## config.mk

```make
export PLATFORM = sky130hd
export DESIGN_NAME = mem_wb_pipe_flat
export DESIGN_NICKNAME = d
export VERILOG_FILES = /design/src/rtl/mem_wb_pipe_if.sv /design/src/rtl/mem_wb_pipe.sv /design/src/flat_wrapper.sv
export SDC_FILE = /design/constraint.sdc
export NUM_CORES = 1
export LEC_CHECK = 0
export CORE_ASPECT_RATIO = 1.25
export CORE_MARGIN = 2
export CORE_UTILIZATION = 24
export DETAILED_ROUTE_END_ITERATION = 12
export GPL_TIMING_DRIVEN = 0
export SLEW_MARGIN = 20
export SYNTH_ARGS = -nofsm -noshare
export SYNTH_HDL_FRONTEND = slang
export SYNTH_SLANG_ARGS = --single-unit
export TNS_END_PERCENT = 5
```

## constraint.sdc

```tcl
create_clock -name clock -period 13.6 [get_ports clock]
set_input_delay 2.72 -clock clock [delete_from_list [all_inputs] [get_ports clock]]
set_output_delay 2.72 -clock clock [all_outputs]
set_load 0.02 [all_outputs]
```

## src/rtl/mem_wb_pipe_if.sv

```systemverilog
// MEM->WB stage bus: producer handshake, consumer handshake and forwarding taps.
interface mem_wb_pipe_if #(
  parameter int unsigned DATA_W = 32,
  parameter int unsigned ADDR_W = 5,
  parameter int unsigned CTRL_W = 6
);
  logic              in_valid;
  logic              in_ready;
  logic [CTRL_W-1:0] in_ctrl;
  logic [DATA_W-1:0] in_alu_result;
  logic [DATA_W-1:0] in_mem_data;
  logic [ADDR_W-1:0] in_waddr;

  logic              out_valid;
  logic              out_ready;
  logic [CTRL_W-1:0] out_ctrl;
  logic [DATA_W-1:0] out_alu_result;
  logic [DATA_W-1:0] out_mem_data;
  logic [ADDR_W-1:0] out_waddr;

  logic              fwd_regwrite;
  logic [ADDR_W-1:0] fwd_waddr;
  logic [DATA_W-1:0] fwd_data;
  logic [1:0]        occupancy;

  // Pipe-register view.
  modport slave (
    input  in_valid, in_ctrl, in_alu_result, in_mem_data, in_waddr, out_ready,
    output in_ready, out_valid, out_ctrl, out_alu_result, out_mem_data, out_waddr,
    output fwd_regwrite, fwd_waddr, fwd_data, occupancy
  );

  // Surrounding pipeline view (MEM producer and WB consumer).
  modport master (
    output in_valid, in_ctrl, in_alu_result, in_mem_data, in_waddr, out_ready,
    input  in_ready, out_valid, out_ctrl, out_alu_result, out_mem_data, out_waddr,
    input  fwd_regwrite, fwd_waddr, fwd_data, occupancy
  );
endinterface

```

## src/rtl/mem_wb_pipe.sv

```systemverilog
// Elastic MEM->WB pipeline register: head register plus one skid entry,
// registered in_ready, synchronous flush and head-only forwarding taps.
module mem_wb_pipe #(
  parameter int unsigned DATA_W = 32,
  parameter int unsigned ADDR_W = 5,
  parameter int unsigned CTRL_W = 6
) (
  input  logic          clock,
  input  logic          reset,
  input  logic          flush,
  mem_wb_pipe_if.slave  bus
);

  typedef struct packed {
    logic [CTRL_W-1:0] ctrl;
    logic [DATA_W-1:0] alu;
    logic [DATA_W-1:0] mem;
    logic [ADDR_W-1:0] waddr;
  } entry_t;

  typedef enum logic [1:0] {
    StEmpty = 2'd0,
    StOne   = 2'd1,
    StTwo   = 2'd2
  } occ_e;

  occ_e   r_occ, w_occ_d;
  logic   r_in_ready, w_in_ready_d;
  entry_t r_head, w_head_d;
  entry_t r_skid, w_skid_d;
  entry_t w_in_entry;
  logic   w_accept, w_retire;

  assign w_in_entry = '{ctrl: bus.in_ctrl, alu: bus.in_alu_result,
                        mem: bus.in_mem_data, waddr: bus.in_waddr};
  assign w_accept   = bus.in_valid & r_in_ready;
  assign w_retire   = (r_occ != StEmpty) & bus.out_ready;

  // Next occupancy and payload moves; flush overrides everything.
  always_comb begin
    w_occ_d  = r_occ;
    w_head_d = r_head;
    w_skid_d = r_skid;
    if (flush) begin
      w_occ_d = StEmpty;
    end else begin
      case (r_occ)
        StEmpty: begin
          if (w_accept) begin
            w_head_d = w_in_entry;
            w_occ_d  = StOne;
          end
        end
        StOne: begin
          if (w_accept && w_retire) begin
            w_head_d = w_in_entry;
          end else if (w_accept) begin
            w_skid_d = w_in_entry;
            w_occ_d  = StTwo;
          end else if (w_retire) begin
            w_occ_d  = StEmpty;
          end
        end
        StTwo: begin
          // in_ready is low here, so no accept can coincide.
          if (w_retire) begin
            w_head_d = r_skid;
            w_occ_d  = StOne;
          end
        end
        default: w_occ_d = StEmpty;
      endcase
    end
    w_in_ready_d = (w_occ_d != StTwo);
  end

  // State registers; reset clears payload and opens in_ready at once.
  always_ff @(posedge clock or posedge reset) begin
    if (reset) begin
      r_occ      <= StEmpty;
      r_in_ready <= 1'b1;
      r_head     <= '0;
      r_skid     <= '0;
    end else begin
      r_occ      <= w_occ_d;
      r_in_ready <= w_in_ready_d;
      r_head     <= w_head_d;
      r_skid     <= w_skid_d;
    end
  end

  assign bus.in_ready       = r_in_ready;
  assign bus.out_valid      = (r_occ != StEmpty);
  assign bus.occupancy      = r_occ;
  assign bus.out_ctrl       = r_head.ctrl;
  assign bus.out_alu_result = r_head.alu;
  assign bus.out_mem_data   = r_head.mem;
  assign bus.out_waddr      = r_head.waddr;

  // Forwarding taps look only at the head entry, never at in_*.
  assign bus.fwd_regwrite = bus.out_valid & r_head.ctrl[0] & (r_head.waddr != '0);
  assign bus.fwd_waddr    = r_head.waddr;
  assign bus.fwd_data     = r_head.ctrl[1] ? r_head.mem : r_head.alu;

endmodule

```

## src/flat_wrapper.sv

```systemverilog
// flat-port wrapper written by rule: the top's interface ports become plain ports
module mem_wb_pipe_flat 
#(
  parameter int unsigned DATA_W = 32,
  parameter int unsigned ADDR_W = 5,
  parameter int unsigned CTRL_W = 6
)
  (clock, reset, flush, bus_in_valid, bus_in_ctrl, bus_in_alu_result, bus_in_mem_data, bus_in_waddr, bus_out_ready, bus_in_ready, bus_out_valid, bus_out_ctrl, bus_out_alu_result, bus_out_mem_data, bus_out_waddr, bus_fwd_regwrite, bus_fwd_waddr, bus_fwd_data, bus_occupancy);
  mem_wb_pipe_if #(.DATA_W(DATA_W), .ADDR_W(ADDR_W), .CTRL_W(CTRL_W)) bus_i ();
  input  logic clock;
  input  logic reset;
  input  logic flush;
  input wire logic [$bits(bus_i.in_valid)-1:0] bus_in_valid;
  input wire logic [$bits(bus_i.in_ctrl)-1:0] bus_in_ctrl;
  input wire logic [$bits(bus_i.in_alu_result)-1:0] bus_in_alu_result;
  input wire logic [$bits(bus_i.in_mem_data)-1:0] bus_in_mem_data;
  input wire logic [$bits(bus_i.in_waddr)-1:0] bus_in_waddr;
  input wire logic [$bits(bus_i.out_ready)-1:0] bus_out_ready;
  output wire logic [$bits(bus_i.in_ready)-1:0] bus_in_ready;
  output wire logic [$bits(bus_i.out_valid)-1:0] bus_out_valid;
  output wire logic [$bits(bus_i.out_ctrl)-1:0] bus_out_ctrl;
  output wire logic [$bits(bus_i.out_alu_result)-1:0] bus_out_alu_result;
  output wire logic [$bits(bus_i.out_mem_data)-1:0] bus_out_mem_data;
  output wire logic [$bits(bus_i.out_waddr)-1:0] bus_out_waddr;
  output wire logic [$bits(bus_i.fwd_regwrite)-1:0] bus_fwd_regwrite;
  output wire logic [$bits(bus_i.fwd_waddr)-1:0] bus_fwd_waddr;
  output wire logic [$bits(bus_i.fwd_data)-1:0] bus_fwd_data;
  output wire logic [$bits(bus_i.occupancy)-1:0] bus_occupancy;
  assign bus_i.in_valid = bus_in_valid;
  assign bus_i.in_ctrl = bus_in_ctrl;
  assign bus_i.in_alu_result = bus_in_alu_result;
  assign bus_i.in_mem_data = bus_in_mem_data;
  assign bus_i.in_waddr = bus_in_waddr;
  assign bus_i.out_ready = bus_out_ready;
  assign bus_in_ready = bus_i.in_ready;
  assign bus_out_valid = bus_i.out_valid;
  assign bus_out_ctrl = bus_i.out_ctrl;
  assign bus_out_alu_result = bus_i.out_alu_result;
  assign bus_out_mem_data = bus_i.out_mem_data;
  assign bus_out_waddr = bus_i.out_waddr;
  assign bus_fwd_regwrite = bus_i.fwd_regwrite;
  assign bus_fwd_waddr = bus_i.fwd_waddr;
  assign bus_fwd_data = bus_i.fwd_data;
  assign bus_occupancy = bus_i.occupancy;
  mem_wb_pipe #(.DATA_W(DATA_W), .ADDR_W(ADDR_W), .CTRL_W(CTRL_W)) u_core (.clock(clock), .reset(reset), .flush(flush), .bus(bus_i));
endmodule
```

==> run_1/wire_density.png <==
31 x 39 tiles, from black (low) to pale yellow (high), scaled to the fullest tile. Values are wire area over tile area, all layers added.
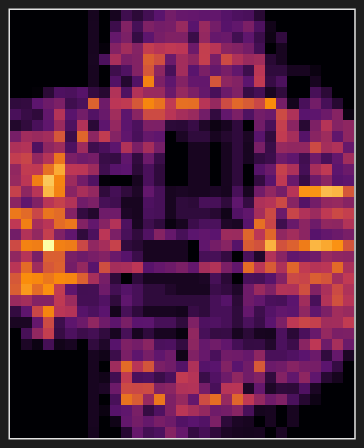
tiles over half the peak	12%
emptiest ninth of the die	lower left
mean over tiles	0.11
densest ninth of the die	middle left
nearly empty tiles	18%
fullest tile	0.43

==> run_1/metal_stack.png <==
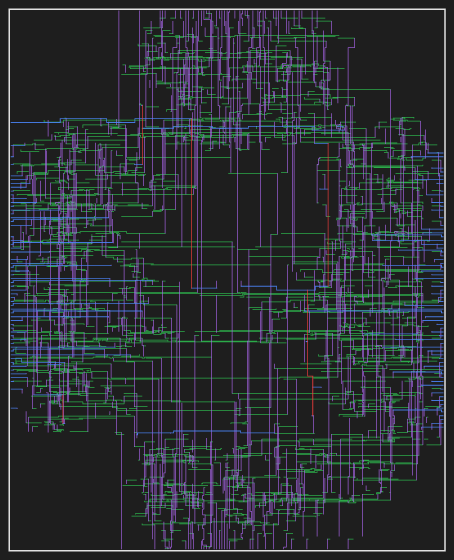
layer	colour	wire length
met3	blue	1410 µm
met4	red	190 µm
met2	purple	9590 µm
met1	green	8900 µm

==> run_1/final_placement.png <==
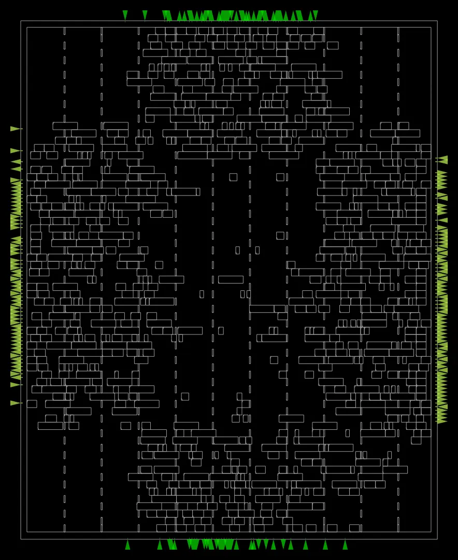
flop share of the area: 38.6%
number of tap instances: 355
final non-filler cell total: 1132
fillers: 2827
share of the core filled with cells: 35.1%

==> run_1/met1.png <==
Supply wires on this layer in grey.
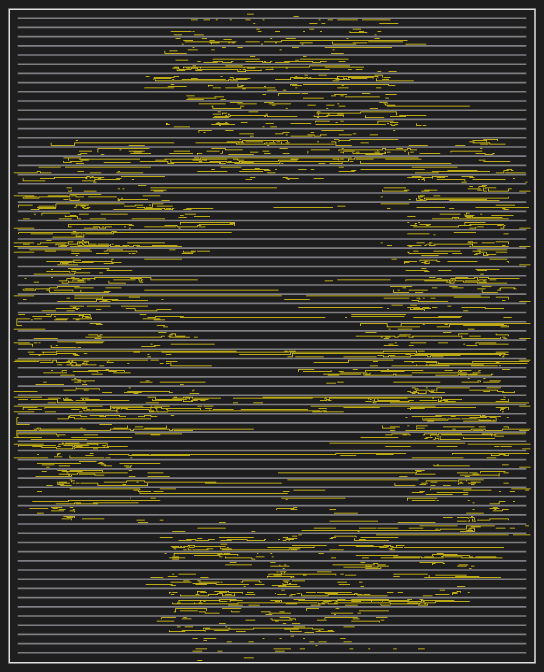
main direction	horizontal
nets with wire on the layer	745

==> notes.md, run 1 <==
The implementation run finished. The run finished with clean final reports. Relative to the synthesized area, the layout overhead comes to 44.9%. Among the non-sequential cells, multiplexers take the most area.

The final timing report lists a hold violation count of 0. Worst-case setup slack after placement landed at 8.55 ns. Clock latency reported for the late side of the worst-skew pair landed at 0.43 ns. The clock network accounts for 31.4% of the total power. Total power landed at 1610 µW.

The final layout contains 844 nets. Cell area after layout landed at 9920 µm². Half-perimeter wire length of the detailed placement result landed at 14500 µm.

The power report puts the net switching power at 489 µW. Net switching is 30.3% of the power. Via count normalized by instance count landed at 4.37. Async set-or-reset flop fraction in the synthesized netlist landed at 100%.

Number of vias after detailed routing landed at 4944. On the critical path, the stage with the largest delay is an instance of sky130_fd_sc_hd__clkbuf_1. Across the VDD grid, the largest voltage drop is 0.0000748 V. Pin slew with the least headroom to its limit landed at 0.784 ns. Full die area landed at 29900 µm². In the finished design, the share of the clock period the worst path needs comes to 40.1%. Post-synth the commonest register cell is sky130_fd_sc_hd__dfrtp_1. Number of levels the H-tree was split into landed at 4. Maximum clock insertion buffer count landed at 2. Setup fix buffers added after clock tree synthesis landed at 0.

Once the floorplan was initialized, standard cells occupied 24.3% of the core. The tree is rooted in a sky130_fd_sc_hd__clkbuf_16. Highest net fanout along the worst path landed at 10. In this run, the synthesized area fraction spent on AND-OR/OR-AND gates is recorded as 6.20%. The horizontal die dimension reported for this design is 155 µm. Final antenna diode count landed at 0. The detail route stage leaves a number of antenna-violating nets equal to 0. Sequential share of power landed at 39.7%. Count of cells along the worst register-to-register path landed at 5.

Count of boundary I/O pins landed at 197. Required time at the worst-slack endpoint landed at 10.88 ns. Sequential cell area fraction in the yosys report landed at 55.9%. The synthesis run shows multiplexers occupying 28.7% of the cell area.

The sequential cells in the finished layout cover a total of 3830 µm². Ranking logic cells in the layout by count gives the top entries sky130_fd_sc_hd__clkdlybuf4s50_1 (196), sky130_fd_sc_hd__dfrtp_1 (152), sky130_fd_sc_hd__mux2_2 (108). Wire length of the first global-routing pass landed at 31400 µm. Synthesis-stage register bit count landed at 153.

Synthesized cell area landed at 6850 µm². Share of layout cells above drive strength 1 landed at 23.0%. In this run the mean area of a mapped cell was 12.5 µm².
-- run 1: state kept, by name, summed over array words and instances, names as in the netlist --
signal                     flops
u_core.bus.fwd_waddr           5
u_core.r_skid                 75
u_core.bus.occupancy           2
u_core.bus.out_ctrl            6
u_core.bus.in_ready            1
u_core.bus.out_mem_data       32
u_core.bus.out_alu_result     32
-- run 1: metal layers --
metal  up-vias  part of all wire (%)  routed length, µm
met1      2430                    44               8900
met5         -                     0                  0
met4         0                  0.94                189
met3        14                   7.0               1410
li1       2350                     -                  -
met2       150                    48               9590
-- run 1: worst min path at each step --
stage,slack [ns],cells past startpoint,from,to
2_1_floorplan,0.48,1,u_core.r_skid[0]$_DFFE_PP0P_,u_core.r_skid[0]$_DFFE_PP0P_
3_3_place_gp,0.46,2,u_core.bus.out_ctrl[3]$_DFFE_PP0P_,u_core.bus.out_ctrl[3]$_DFFE_PP0P_
3_5_place_dp,0.47,2,u_core.bus.out_ctrl[2]$_DFFE_PP0P_,u_core.bus.out_ctrl[2]$_DFFE_PP0P_
4_1_cts,0.49,2,u_core.bus.out_ctrl[2]$_DFFE_PP0P_,u_core.bus.out_ctrl[2]$_DFFE_PP0P_
5_1_grt,0.51,2,u_core.bus.out_ctrl[2]$_DFFE_PP0P_,u_core.bus.out_ctrl[2]$_DFFE_PP0P_
6_report,0.48,2,u_core.bus.out_ctrl[2]$_DFFE_PP0P_,u_core.bus.out_ctrl[2]$_DFFE_PP0P_
-- run 1: area by class of cell --
class,count,area share (%)
Sequential cell,153,38.6
Multi-Input combinational cell,350,27.7
Timing Repair Buffer,197,20.1
Clock buffer,20,4.71
Tap cell,355,4.48
Buffer,42,2.65
Clock inverter,12,1.65
Inverter,3,0.189
-- run 1: cell usage after synthesis, types with 2 or more instances --
library cell | number | area [µm²]
sky130_fd_sc_hd__nor2_1 | 3 | 11.3
sky130_fd_sc_hd__o21ai_1 | 14 | 70.1
sky130_fd_sc_hd__inv_1 | 3 | 11.3
sky130_fd_sc_hd__buf_2 | 9 | 45.0
sky130_fd_sc_hd__mux2_2 | 108 | 1220
sky130_fd_sc_hd__o21ai_0 | 61 | 305
sky130_fd_sc_hd__dfrtp_1 | 152 | 3800
sky130_fd_sc_hd__nand2_1 | 78 | 293
sky130_fd_sc_hd__nand2b_1 | 2 | 12.5
sky130_fd_sc_hd__clkbuf_1 | 8 | 30.0
sky130_fd_sc_hd__buf_4 | 25 | 188
sky130_fd_sc_hd__mux2i_1 | 75 | 751
-- run 1: power groups by stage --
| stage | sequential [µW] | combinational, µW | clock [µW] |
|---|---|---|---|
| 6_report | 641 | 465 | 507 |
| 5_1_grt | 657 | 504 | 543 |
| 4_1_cts | 643 | 473 | 525 |
| 3_5_place_dp | 651 | 471 | 0 |
| 3_3_place_gp | 646 | 463 | 0 |
| 2_1_floorplan | 680 | 207 | 0 |
-- run 1: logic make-up after synthesis --
kind of cell	count (synthesis)
and+or+nand+nor	87
buffers and inverters	45
DFF	153
muxes	183
AOI/OAI and AO/OA	80
-- run 1: tightest hold or removal path: stages, from the launching register on --
cell,delay [ns]
sky130_fd_sc_hd__dfrtp_1,0.34
sky130_fd_sc_hd__nand2_1,0.05
sky130_fd_sc_hd__o21ai_0,0.06
==> run_1/cell_classes.png <==
The bar under the picture is 50 µm long. Fill, decap, tap and diode cells in grey.
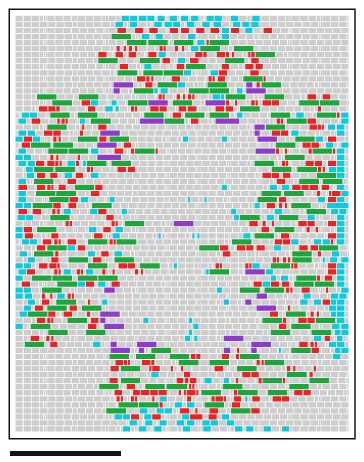

## Run 2: what changed since run 1
Clock period 13.6 ns to 5 ns, I/O delays scaled along.
==> run_2/cell_classes.png <==
The bar under the picture is 50 µm long. Fill, decap, tap and diode cells in grey.
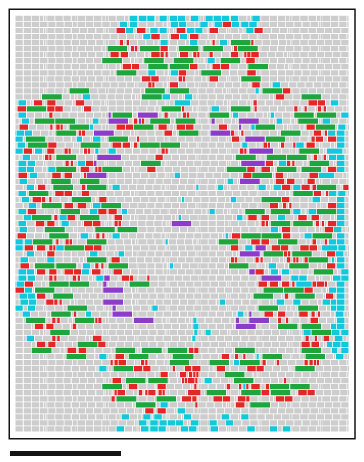
class	colour	cells	share of their area
flip-flops	green	153	40%
all other logic	red	353	29%
other buffers and delay cells	cyan	243	24%
clock drivers and dummy loads	purple	32	6.1%

==> run 2 against run 1 <==
First-iteration DRC count fell by 18%. Sequential share of layout area down 0.083 points. Worst setup slack lost 6.8 ns. Power increased to 2.7 times the previous value. Register-to-register slack worse by 8.6 ns. Routed wire length rose by 0.86%. Die area did not move. Combinational power grew to 2.7 times the previous value. Utilization is 0.075 points higher. Critical path type unchanged. Largest power group unchanged.
==> notes.md, run 2 <==
The implementation run finished. The post-route netlist has 22.8% of its cells at a drive strength greater than 1. In the layout the commonest cells are sky130_fd_sc_hd__clkdlybuf4s50_1 (196), sky130_fd_sc_hd__dfrtp_1 (152), sky130_fd_sc_hd__mux2_2 (108). In the synthesized netlist the async set-or-reset flop fraction comes to 100%. Number of vias after detailed routing landed at 5004. By area the synthesized netlist is led by sky130_fd_sc_hd__dfrtp_1 (56%), sky130_fd_sc_hd__mux2_2 (18%), sky130_fd_sc_hd__mux2i_1 (11%), sky130_fd_sc_hd__o21ai_0 (4.5%), sky130_fd_sc_hd__nand2_1 (4.3%).

The wire-length estimate of the detail-placed layout is 15000 µm. In this run the layout overhead on the synthesized area is reported as 45.2%. Looking at the post-CTS report, the setup buffer insertion count equals 0.

Clock latency reported for the late side of the worst-skew pair landed at 0.42 ns. Final antenna diode count landed at 0. Sum of negative setup slack landed at 0 ns. The worst-case IR drop observed on VDD is 0.000216 V. The synthesis report names the predominant flop master as sky130_fd_sc_hd__dfrtp_1. Hold buffer count at CTS landed at 0. The most frequently used library cell after synthesis is sky130_fd_sc_hd__dfrtp_1. Cell area after layout landed at 9940 µm². The initial antenna violation count came to 0.

Across all checked pins, the minimum headroom to the slew limit is 47.6%. Per the CTS log, the maximum H-tree level is 4. The path class of the tightest hold or removal check is reg2reg. Yosys reported a register bit count of 153. The cell type that accounts for the most area after synthesis is sky130_fd_sc_hd__dfrtp_1. STA classifies the critical path endpoint as an output port.

The run finished with clean final reports. At the floorplan stage, the core utilization is reported as 24.3%. The clock passes through at most 2 buffers. The register with the most flip-flops in the layout has 75 of them. Wire length of the first global-routing pass landed at 31300 µm. Per the OpenROAD floorplan log, the width of the die is 155 µm. Post-synthesis, Yosys gives the total cell area as 6850 µm². Looking at the max-slew report, the worst-margin pin has a slew of 0.786 ns. Before any placement, the netlist area is recorded as 6850 µm². Of all nets on the critical path, the largest fanout is 10. Average footprint of a synthesized cell landed at 12.5 µm².

Summing all flip-flop and latch instances after layout gives 3830 µm². In the synthesized netlist, the cells that appear most often are sky130_fd_sc_hd__dfrtp_1 (152), sky130_fd_sc_hd__mux2_2 (108), sky130_fd_sc_hd__nand2_1 (78), sky130_fd_sc_hd__mux2i_1 (75), sky130_fd_sc_hd__o21ai_0 (61). The finished design was reported to have a net count of 848.

Count of boundary I/O pins landed at 197. For this run, the register share of the synthesized area comes to 55.9%. Data arrival time at the worst-slack endpoint landed at 2.69 ns. Remaining number of nets flagged by the antenna check after routing landed at 0. u_core.r_skid holds more flip-flops than any other register.

Number of fill cells in the layout landed at 2803. Final routed wire length divided by cell count landed at 17.8 µm. Using the TritonRoute via totals, the vias-per-cell ratio works out to 4.40. Final count of hold timing violations landed at 0.

Data on the critical path is required at its endpoint by 4.00 ns.
-- run 2: cell counts after synthesis --
No cell type changed its count.
-- run 2: critical path, cell delays in order (launching register included) --
cell and delay (ns):
sky130_fd_sc_hd__dfrtp_1 0.34, sky130_fd_sc_hd__clkbuf_1 0.34, sky130_fd_sc_hd__clkbuf_1 0.65, sky130_fd_sc_hd__mux2_2 0.41, sky130_fd_sc_hd__clkdlybuf4s50_1 0.54
-- run 2: cells by family after synthesis --
kind of cell	after synthesis	synth area share [%]
muxes	183	28.7
AOI/OAI and AO/OA	80	6.20
and+or+nand+nor	87	5.14
DFF	153	55.9
buffers and inverters	45	4.00
-- run 2: per-stage QoR --
| step | cells | setup WS [ns] | utilization (%) | total power, µW | hold slack (ns) |
|---|---|---|---|---|---|
| after floorplan | 548 | 2.07 | - | 2410 | 0.479 |
| after global placement | 1099 | 0.566 | 32.8 | 3020 | 0.465 |
| after detailed placement | 1104 | 1.66 | 33.1 | 3060 | 0.473 |
| after CTS | 1136 | 1.20 | 35.2 | 4390 | 0.488 |
| after global routing | 1136 | 1.11 | 35.2 | 4570 | 0.515 |
| final | 1136 | 1.31 | 35.2 | 4330 | 0.476 |
-- run 2: per-layer routing --
metal | share of wire [%] | wire (µm) | GRT usage [%] | vias up
met1 | 46 | 9290 | 18.1 | 2485
li1 | - | - | - | 2356
met5 | 0 | 0 | 0 | -
met4 | 0.98 | 199 | 3.85 | 0
met3 | 6.2 | 1260 | 4.15 | 12
met2 | 47 | 9510 | 22.7 | 151
-- run 2: path summary, 6_finish.rpt --
check,cells after the start,startpoint,end,slack [ns]
worst max-delay path,4,u_core.bus.out_ctrl[1]$_DFFE_PP0P_,bus_fwd_data[30],1.31
worst min-delay path,2,u_core.bus.out_ctrl[3]$_DFFE_PP0P_,u_core.bus.out_ctrl[3]$_DFFE_PP0P_,0.48
worst max register to register,4,u_core.bus.occupancy[1]$_DFF_PP0_,u_core.bus.out_alu_result[13]$_DFFE_PP0P_,2.99
worst min register to register,2,u_core.bus.out_ctrl[3]$_DFFE_PP0P_,u_core.bus.out_ctrl[3]$_DFFE_PP0P_,0.48
max in group asynchronous,4,reset,u_core.bus.out_alu_result[18]$_DFFE_PP0P_,3.30
min in group asynchronous,2,reset,u_core.r_skid[70]$_DFFE_PP0P_,0.98
-- run 2: final cells by class --
type,instances,area share [%]
well taps,355,4.47
repair buffers,201,20.7
plain buffers,42,2.64
multi-input cells,350,27.6
inverters,3,0.151
flip-flops and latches,153,38.5
clock inverters,9,1.26
clock buffers,23,4.61
-- run 2: power breakdown --
| part | switching [µW] | internal [µW] | leakage, µW |
|---|---|---|---|
| Combinational | 582 | 691 | 0.00254 |
| Clock | 516 | 796 | 0.000281 |
| Sequential | 201 | 1540 | 0.00189 |
| Total | 1300 | 3030 | 0.00471 |
==> run_2/wire_density.png <==
31 x 39 tiles, from black (low) to pale yellow (high), scaled to the fullest tile. Values are wire area over tile area, all layers added.
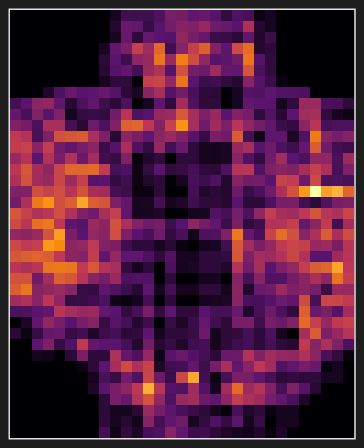

## Run 3: what changed since run 2
Clock period 5 ns to 3.6 ns, I/O delays scaled along.
==> run_3/wire_density.png <==
31 x 39 tiles, from black (low) to pale yellow (high), scaled to the fullest tile. Values are wire area over tile area, all layers added.
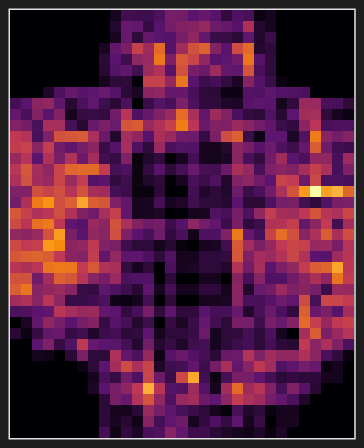
fullest tile	0.44
densest ninth of the die	middle left
tiles over half the peak	12%
mean over tiles	0.11
nearly empty tiles	18%

==> run 3 against run 2 <==
Utilization did not move. Worst setup slack worse by 1.1 ns. Sequential power rose by 39%. Clock skew hardly changed. Critical path type unchanged. Cell count unchanged. Largest power group unchanged. Critical path depth is the same. Area after synthesis stayed put. Via count barely moved. Sequential share of layout area did not move. Power up 39%. Hold slack is essentially flat. Clock-buffer cell count did not move.
==> notes.md, run 3 <==
The implementation run finished. The run finished with clean final reports. Count of cells along the worst register-to-register path landed at 4. The average instance in the mapped netlist occupies 12.5 µm².

In the synthesized netlist the async set-or-reset flop fraction comes to 100%. Per the post-route antenna check, the number of violating nets is 0. Per the hold report, the tightest min-delay path originates at u_core.bus.out_ctrl[3]$_DFFE_PP0P_. In this run the cell area of the synthesized design comes to 6850 µm². Number of vias after detailed routing landed at 5001.

Final count of hold timing violations landed at 0. TritonRoute output was used to compute an average wire per cell of 17.8 µm. Half-perimeter wire length of the detailed placement result landed at 15000 µm. Total number of nets in the final design landed at 848. Ranked by flip-flop count, first place goes to u_core.r_skid. Per the synth stats, the flop cell with the highest instance count is sky130_fd_sc_hd__dfrtp_1. On the final layout, the worst hold slack is 0.476 ns. Via count normalized by instance count landed at 4.40. Total met3 wirelength after detailed routing landed at 1270 µm.

Register-to-register setup slack landed at 1.61 ns. Pin slew with the least headroom to its limit landed at 0.775 ns. Cell count of the worst hold path landed at 2. The final layout reports a setup TNS of 0 ns. Counting along the longest clock path gives a buffer depth of 2.

Worst-case vdd ir drop landed at 0.000300 V. For reference, the critical path cell chain is clkbuf_1, buf_1, mux2_2, clkdlybuf4s50_1. Per the slew report, the remaining headroom to the max-slew limit stands at 48.3%. Data arrival time at the worst-slack endpoint landed at 2.69 ns. In this run the critical register-to-register path is captured at u_core.bus.out_alu_result[13]$_DFFE_PP0P_. Looking at the clock tree report, the root buffer type is sky130_fd_sc_hd__clkbuf_16. Counting both buffers and inverters, the worst setup path holds a total of 3. Per the final layout report, the fraction of cells sized above drive strength 1 comes to 22.8%. Required time at the worst-slack endpoint landed at 2.88 ns. Count of boundary I/O pins landed at 197. The initial antenna violation count is 0. The final report gives the core utilization as 35.2%.

Yosys reports that the leading cell type by area covers 55.6% of the netlist area. Checking hold timing, the worst path is listed with class reg2reg. Per the timing report, the most critical flop-to-flop path originates at u_core.bus.occupancy[1]$_DFF_PP0_.

Number of levels the H-tree was split into landed at 4. For this run, the register share of the synthesized area comes to 55.9%. On the critical path, the stage with the largest delay is an instance of sky130_fd_sc_hd__buf_1. The main area contributors are sky130_fd_sc_hd__dfrtp_1 (56%), sky130_fd_sc_hd__mux2_2 (18%), sky130_fd_sc_hd__mux2i_1 (11%), sky130_fd_sc_hd__o21ai_0 (4.5%), sky130_fd_sc_hd__nand2_1 (4.3%).

Fraction of the core area occupied by cells at floorplan landed at 24.3%. Die extent in x landed at 155 µm. The worst setup path is captured at an output port.

Hold repair after CTS inserted 0 buffers. sky130_fd_sc_hd__dfrtp_1 takes more of the synthesized area than any other cell.
[run 3: netlist changes by cell type in the layout (fill, tap and decap cells not counted)]
cell                       previous run  this run
sky130_fd_sc_hd__buf_1                0         1
sky130_fd_sc_hd__clkbuf_1            13        12
[run 3: worst reg2reg max path: stages (launching register included)]
cell                       delay, ns
sky130_fd_sc_hd__dfrtp_1        0.45
sky130_fd_sc_hd__and4bb_1       0.24
sky130_fd_sc_hd__a41oi_2        0.39
sky130_fd_sc_hd__clkbuf_1       0.55
sky130_fd_sc_hd__o21ai_0        0.21
[run 3: cell families (layout without fill, tap and decap cells)]
kind of cell,Yosys count,after routing,synth area share (%)
AND-OR/OR-AND,80,80,6.20
buffers and inverters,45,278,4.00
multiplexers,183,183,28.7
flip-flops,153,153,55.9
AND/OR/NAND/NOR,87,87,5.14
[run 3: power breakdown]
part	leakage [µW]	internal, µW	total [µW]	switching (µW)
logic	0.00254	959	1770	808
registers	0.00189	2140	2420	280
clock network	0.000281	1110	1820	716
[run 3: final cells by class]
| class | instances | share of cell area, % |
|---|---|---|
| clock buffers | 23 | 4.61 |
| plain buffers | 42 | 2.64 |
| flip-flops and latches | 153 | 38.5 |
| multi-input cells | 350 | 27.6 |
| well taps | 355 | 4.47 |
| clock inverters | 9 | 1.26 |
| inverters | 3 | 0.151 |
| repair buffers | 201 | 20.7 |
[run 3: worst max-delay path by stage]
stage	from	end	slack (ns)	cells past startpoint
2_1_floorplan	reset	u_core.bus.fwd_waddr[0]$_DFFE_PP0P_	0.95	1
3_3_place_gp	reset	u_core.bus.out_alu_result[18]$_DFFE_PP0P_	-0.55	2
3_5_place_dp	u_core.bus.out_ctrl[1]$_DFFE_PP0P_	bus_fwd_data[12]	0.54	4
4_1_cts	u_core.bus.out_ctrl[1]$_DFFE_PP0P_	bus_fwd_data[12]	0.08	4
5_1_grt	u_core.bus.out_ctrl[1]$_DFFE_PP0P_	bus_fwd_data[16]	-0.006	4
6_report	u_core.bus.out_ctrl[1]$_DFFE_PP0P_	bus_fwd_data[30]	0.19	4
[run 3: metrics by stage]
step | instance area, µm² | worst slack [ns]
floorplan | 6850 | 0.950
global placement | 9260 | -0.554
detailed placement | 9360 | 0.540
CTS | 9940 | 0.0775
global route | 9940 | -0.00617
finish | 9940 | 0.194
[run 3: per-layer routing]
layer	track usage (%)	vias to the layer above
met5	0	-
met2	22.7	151
met1	18.1	2484
met4	3.85	0
met3	4.15	11
li1	-	2355
Power and IR drop assume default switching activity.
